**Run 1: signal wires on met1**

Scale: 3 px per um. Cells faint in the background.
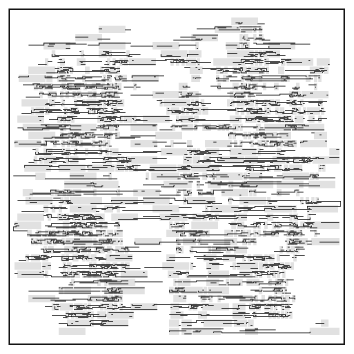
**Run 1: the metal 2 layer**

Scale: 4 px per um.
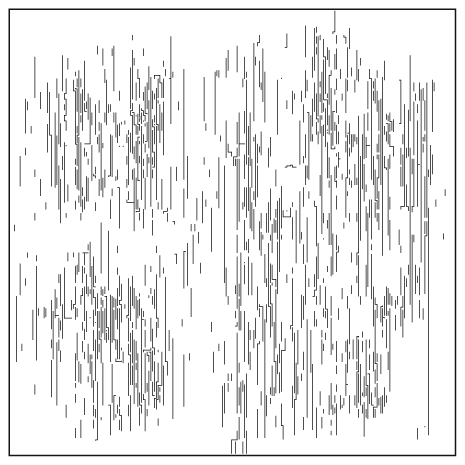
**Run 1: the metal 3 layer**

Scale: 2 px per um. Cells faint in the background.
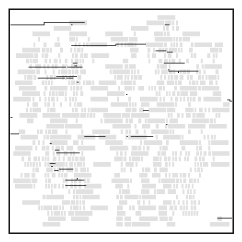
==> config.mk <==
export PLATFORM = sky130hd
export DESIGN_NAME = servo_pos_pwm
export DESIGN_NICKNAME = d
export VERILOG_FILES = /design/src/rtl/servo_pkg.sv /design/src/rtl/debounce_edge.sv /design/src/rtl/servo_pos_pwm.sv
export SDC_FILE = /design/constraint.sdc
export NUM_CORES = 1
export LEC_CHECK = 0
export ABC_AREA = 1
export ABC_CLOCK_PERIOD_IN_PS = 7900
export CAP_MARGIN = 20
export CORE_UTILIZATION = 45
export DETAILED_ROUTE_END_ITERATION = 7
export HOLD_SLACK_MARGIN = 0.06
export REMOVE_ABC_BUFFERS = 1
export SYNTH_ARGS = -nofsm -noshare
export SYNTH_HDL_FRONTEND = slang
export SYNTH_SLANG_ARGS = --single-unit
export TNS_END_PERCENT = 100
==> constraint.sdc <==
create_clock -name clk -period 7.9 [get_ports clk]
set_input_delay 1.58 -clock clk [delete_from_list [all_inputs] [get_ports clk]]
set_output_delay 1.58 -clock clk [all_outputs]
set_load 0.02 [all_outputs]
==> results.sh, run 1 <==
# source this file to load flow results
export IMPL_avgViaCountPerCell=5.126
export IMPL_clockRootBuffer="clkbuf_16"
export IMPL_highest_layer="met4"
export IMPL_cts_hold_buffers=0
export IMPL_ant_nets=0
export IMPL_drcViolationCount=2
export IMPL_diodes=0
export IMPL_slew_headroom_pct=71.79
export IMPL_grt_total_usage_pct=20.21
export IMPL_first_pass_iters=7
export IMPL_clock_latency_ps=340
export IMPL_yosys_top_cells_area="dfrtp_1, nand2_1, ha_1, inv_1, nor2_1"
export IMPL_dp_cells=837
export IMPL_rows=39
export IMPL_grt_start_max_net_pins=84
export IMPL_ys_sh_xor_pct=6.040
export IMPL_slew_violations=0
export IMPL_finalHoldViolCount=0
export IMPL_finalSetupTns_ps=0
export IMPL_ys_sh_mux_pct=0.2099
export IMPL_ios=10
export IMPL_power_leakage_uw=0.002773
export IMPL_setup_slack_ps=4123
export IMPL_portBuffers=9
export IMPL_wl_met2_um=5315
export IMPL_worst_setup_path_start_kind="flop"
export IMPL_fin_crit_ps=3777
export IMPL_hp_class="reg -> reg"
export IMPL_status="complete, but fails checks"
export IMPL_common_cells="nand2_1, inv_1, nor2_1, dfrtp_1, nand3_1"
export IMPL_place_ws_ps=4467
export IMPL_async_reset_ff_share_pct=100.0
export IMPL_violations="design-rule violations"
export IMPL_ys_cells=690
export IMPL_met3WireLength_um=253
export IMPL_lay_top_count="nand2_1"
export IMPL_area_delta_synth_final_pct=10.28
export IMPL_fa_ha_area_share_pct=10.12
export IMPL_htree_levels=3
export IMPL_cts_made_buffers=9
export IMPL_numSynthFlops=83
export IMPL_drive_gt1_share_pct=8.158
export IMPL_finalNetCount=751
export IMPL_final_cell_mix="nand2_1, inv_1, nor2_1"
export IMPL_path_class="reg -> out"
Notes on 'signal wires on met1' above:
wire length on this layer: 5410 um
share of all routed wire: 48%
main direction: horizontal
nets with wire on the layer: 704
longest straight run: 33.3 um
Vias: 4378
Routed WL: 11190 um

Notes on 'the metal 2 layer' above:
share of all routed wire: 48%
nets with wire on the layer: 602
met2 usage: 33.08%

Notes on 'the metal 3 layer' above:
longest straight run: 22.1 um
main direction: horizontal
wire length on this layer: 253 um
share of all routed wire: 2.3%
nets with wire on the layer: 25
met3 Use GR: 2.952%

-- run 1: cells by family (layout without fill, tap and decap cells) --
family	Yosys count	count (layout)
buffers and inverters	115	136
multiplexers	1	1
AND/OR/NAND/NOR	363	363
XOR/XNOR	37	37
flip-flops	83	83
adder cells (fa/ha/maj)	41	41
AND-OR/OR-AND	50	50
-- run 1: critical path, cell delays in order, from the launching register on --
cell             delay [ps]
dfrtp_1                 430
nor4_1                  340
nand3_1                 120
nor4_1                  290
clkdlybuf4s50_1         680
-- run 1: power by group --
group | internal (uW) | leakage, uW | total, uW | switching [uW]
sequential | 447 | 0.00109 | 488 | 41.2
combinational | 250 | 0.00154 | 653 | 403
clock | 253 | 0.000144 | 419 | 166
-- run 1: metrics by stage --
stage | area [sq um] | total power (uW)
final | 5917 | 1561
after global routing | 5917 | 1712
after CTS | 5889 | 1584
after detailed placement | 5599 | 1152
after global placement | 5599 | 1140
after floorplan | 5333 | 998.5
-- run 1: metal layers --
metal | up-vias | GRT usage, %
li1 | 2260 | -
met2 | 52 | 33.08
met3 | 18 | 2.952
met1 | 2048 | 25.68
met5 | - | 0
met4 | 0 | 11.26
-- run 1: area by class of cell --
cell class	instances	area (sq um)
Fill cell	1103	5599
Multi-Input combinational cell	492	2830
Sequential cell	83	2090
Inverter	110	412.9
Clock buffer	13	250.2
Tap cell	143	178.9
Timing Repair Buffer	10	115.1
Clock inverter	3	40.04
--- run 2 (diff from run 1) ---
Settings changed: ABC_CLOCK_PERIOD_IN_PS 7900 to 3100.
Clock period 7.9 ns to 3.1 ns, I/O delays scaled along.
==> run 2 against run 1 <==
Register-to-register slack got worse by 4400 ps. Cell count rose by 0.70%. Combinational power rose to 2.8 times the previous value. Routed wire length rose by 2.6%. Highest routed layer unchanged. Critical endpoint is now r_wq[15]$_DFFE_PN0N_. Via count rose by 1.9%. First-iteration DRC count rose by 32%. The flow still finishes with violations (design-rule violations).
==> results.sh, run 2 <==
# source this file to load flow results
export IMPL_drive_gt1_share_pct=9.623
export IMPL_slew_violations=0
export IMPL_setup_viol=0
export IMPL_place_ws_ps=224.6
export IMPL_async_reset_ff_share_pct=100.0
export IMPL_numSynthFlops=83
export IMPL_violations="design-rule violations"
export IMPL_path_common_cell="nand2_1"
export IMPL_crit_path_max_incr_delay_ps=530
export IMPL_htree_levels=3
export IMPL_slew_headroom_pct=72.96
export IMPL_finalHoldViolCount=0
export IMPL_path_depth=16
export IMPL_cp_cell_sequence="buf_4 -> ha_1 -> ha_1 -> ha_1 -> inv_1 -> fa_2 -> nor2_1 -> nand3_1 -> nand2_1 -> inv_1 -> nor2_2 -> nand2_1 -> nand2_1 -> nand2_1 -> nand3_1 -> nand2_1"
export IMPL_portBuffers=9
export IMPL_grt_total_usage_pct=20.24
export IMPL_mi_logic_area_sq_um=2838
export IMPL_worst_setup_path_start_kind="flop"
export IMPL_hp_class="in -> async"
export IMPL_setup_slack_ps=240.4
export IMPL_avgViaCountPerCell=5.187
export IMPL_stdcell_area_sq_um=6007
export IMPL_drcViolationCount=2
export IMPL_synthCells=690
export IMPL_power_total_uw=4196
export IMPL_ys_cells=690
export IMPL_cts_hold_buffers=0
export IMPL_cp_num_buf_inv=3
export IMPL_cp_top_family="adder cells"
export IMPL_clock_latency_ps=340
export IMPL_area_delta_synth_final_pct=11.96
export IMPL_yosys_top_cells_area="dfrtp_1, nand2_1, ha_1, inv_1, nor2_1"
export IMPL_path_class="reg -> reg"
export IMPL_first_pass_iters=6
export IMPL_finalNetCount=757
export IMPL_ant_nets=0
export IMPL_finalSetupTns_ps=0
export IMPL_ios=10
export IMPL_common_cells="nand2_1, inv_1, nor2_1, dfrtp_1, nand3_1"
export IMPL_grt_start_max_net_pins=81
export IMPL_cts_made_buffers=9
export IMPL_final_fill_count=1089
export IMPL_final_cell_mix="nand2_1, inv_1, nor2_1"
export IMPL_status="complete, but fails checks"
export IMPL_detailed_place_area_sq_um=5644
-- run 2: cell count changes in the layout (fill, tap and decap cells not counted), sizes merged --
cell and change:
clkinvlp +1, bufinv +1, clkinv -1, buf +6, inv +1, clkbuf -2
-- run 2: layer usage --
| layer | vias up | share of wire (%) | GRT usage, % |
|---|---|---|---|
| met5 | - | 0 | 0 |
| met4 | 0 | 1.5 | 6.847 |
| met3 | 18 | 4.0 | 4.374 |
| met2 | 93 | 49 | 33.83 |
| met1 | 2083 | 46 | 25.92 |
| li1 | 2267 | - | - |
-- run 2: worst reg2reg max path: cells and delay by family (launching register included) --
kind,cells,cell delay [ps]
adder cells (fa/ha/maj),4,1210
buffers and inverters,3,310
flip-flops,1,530
AND/OR/NAND/NOR,9,730
-- run 2: logic make-up (layout without fill, tap and decap cells) --
logic type / after synthesis / count (layout) / share of synthesized area, %
compound gates: 50 / 50 / 4.781
xor+xnor: 37 / 37 / 6.040
fa+ha+maj: 41 / 41 / 10.12
buf+inv: 115 / 142 / 8.302
flops: 83 / 83 / 38.95
mux: 1 / 1 / 0.2099
simple gates: 363 / 363 / 31.60
-- run 2: timing repair --
action | CTS | global route
endpoints found under the setup margin | 0 | 1
gates resized | 0 | 3
buffers inserted | 0 | 0
-- run 2: area by class of cell --
| class | count | share of cell area (%) |
|---|---|---|
| clock buffer | 11 | 4.041 |
| multi-input combinational | 492 | 47.24 |
| sequential | 83 | 34.78 |
| clock inverter | 5 | 1.416 |
| timing repair buffer | 16 | 2.666 |
| inverter | 110 | 6.874 |
| tap | 143 | 2.979 |
-- run 2: report_power, final --
group          total [uW]  switching (uW)  leakage [uW]  internal, uW
logic                1820            1120       0.00157           698
clock network        1190             454      0.000156           733
registers            1190            53.6       0.00109          1140
total                4200            1630       0.00281          2570
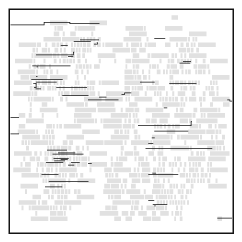
**Above:** run 2 (the metal 3 layer).
Scale: 2 px per um. Cells faint in the background.
longest straight run: 33.1 um
wire length on this layer: 459 um
share of all routed wire: 4.0%
met3 Use GR: 4.374%
Routed WL: 11470 um
Vias: 4461

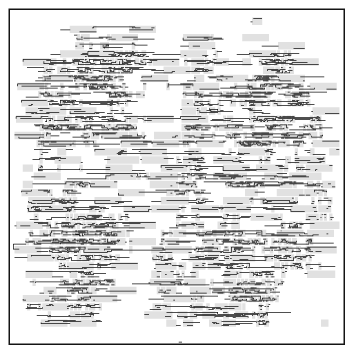
**Above:** run 2 (signal wires on met1).
Scale: 3 px per um. Cells faint in the background.
share of all routed wire: 46%
longest straight run: 23.5 um
wire length on this layer: 5260 um
M1 GR Usage: 25.92%

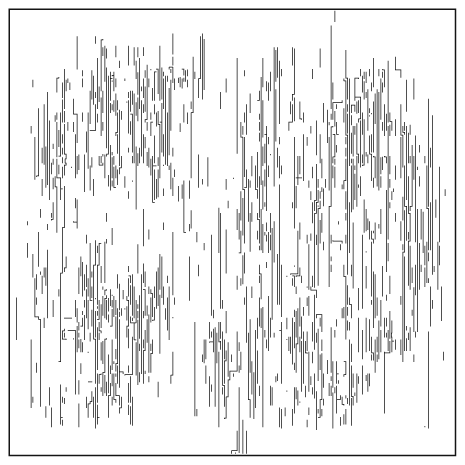
**Above:** run 2 (the metal 2 layer).
Scale: 4 px per um.
share of all routed wire: 49%
nets with wire on the layer: 606
main direction: vertical
met2 usage: 33.83%

Power and IR drop assume default switching activity.
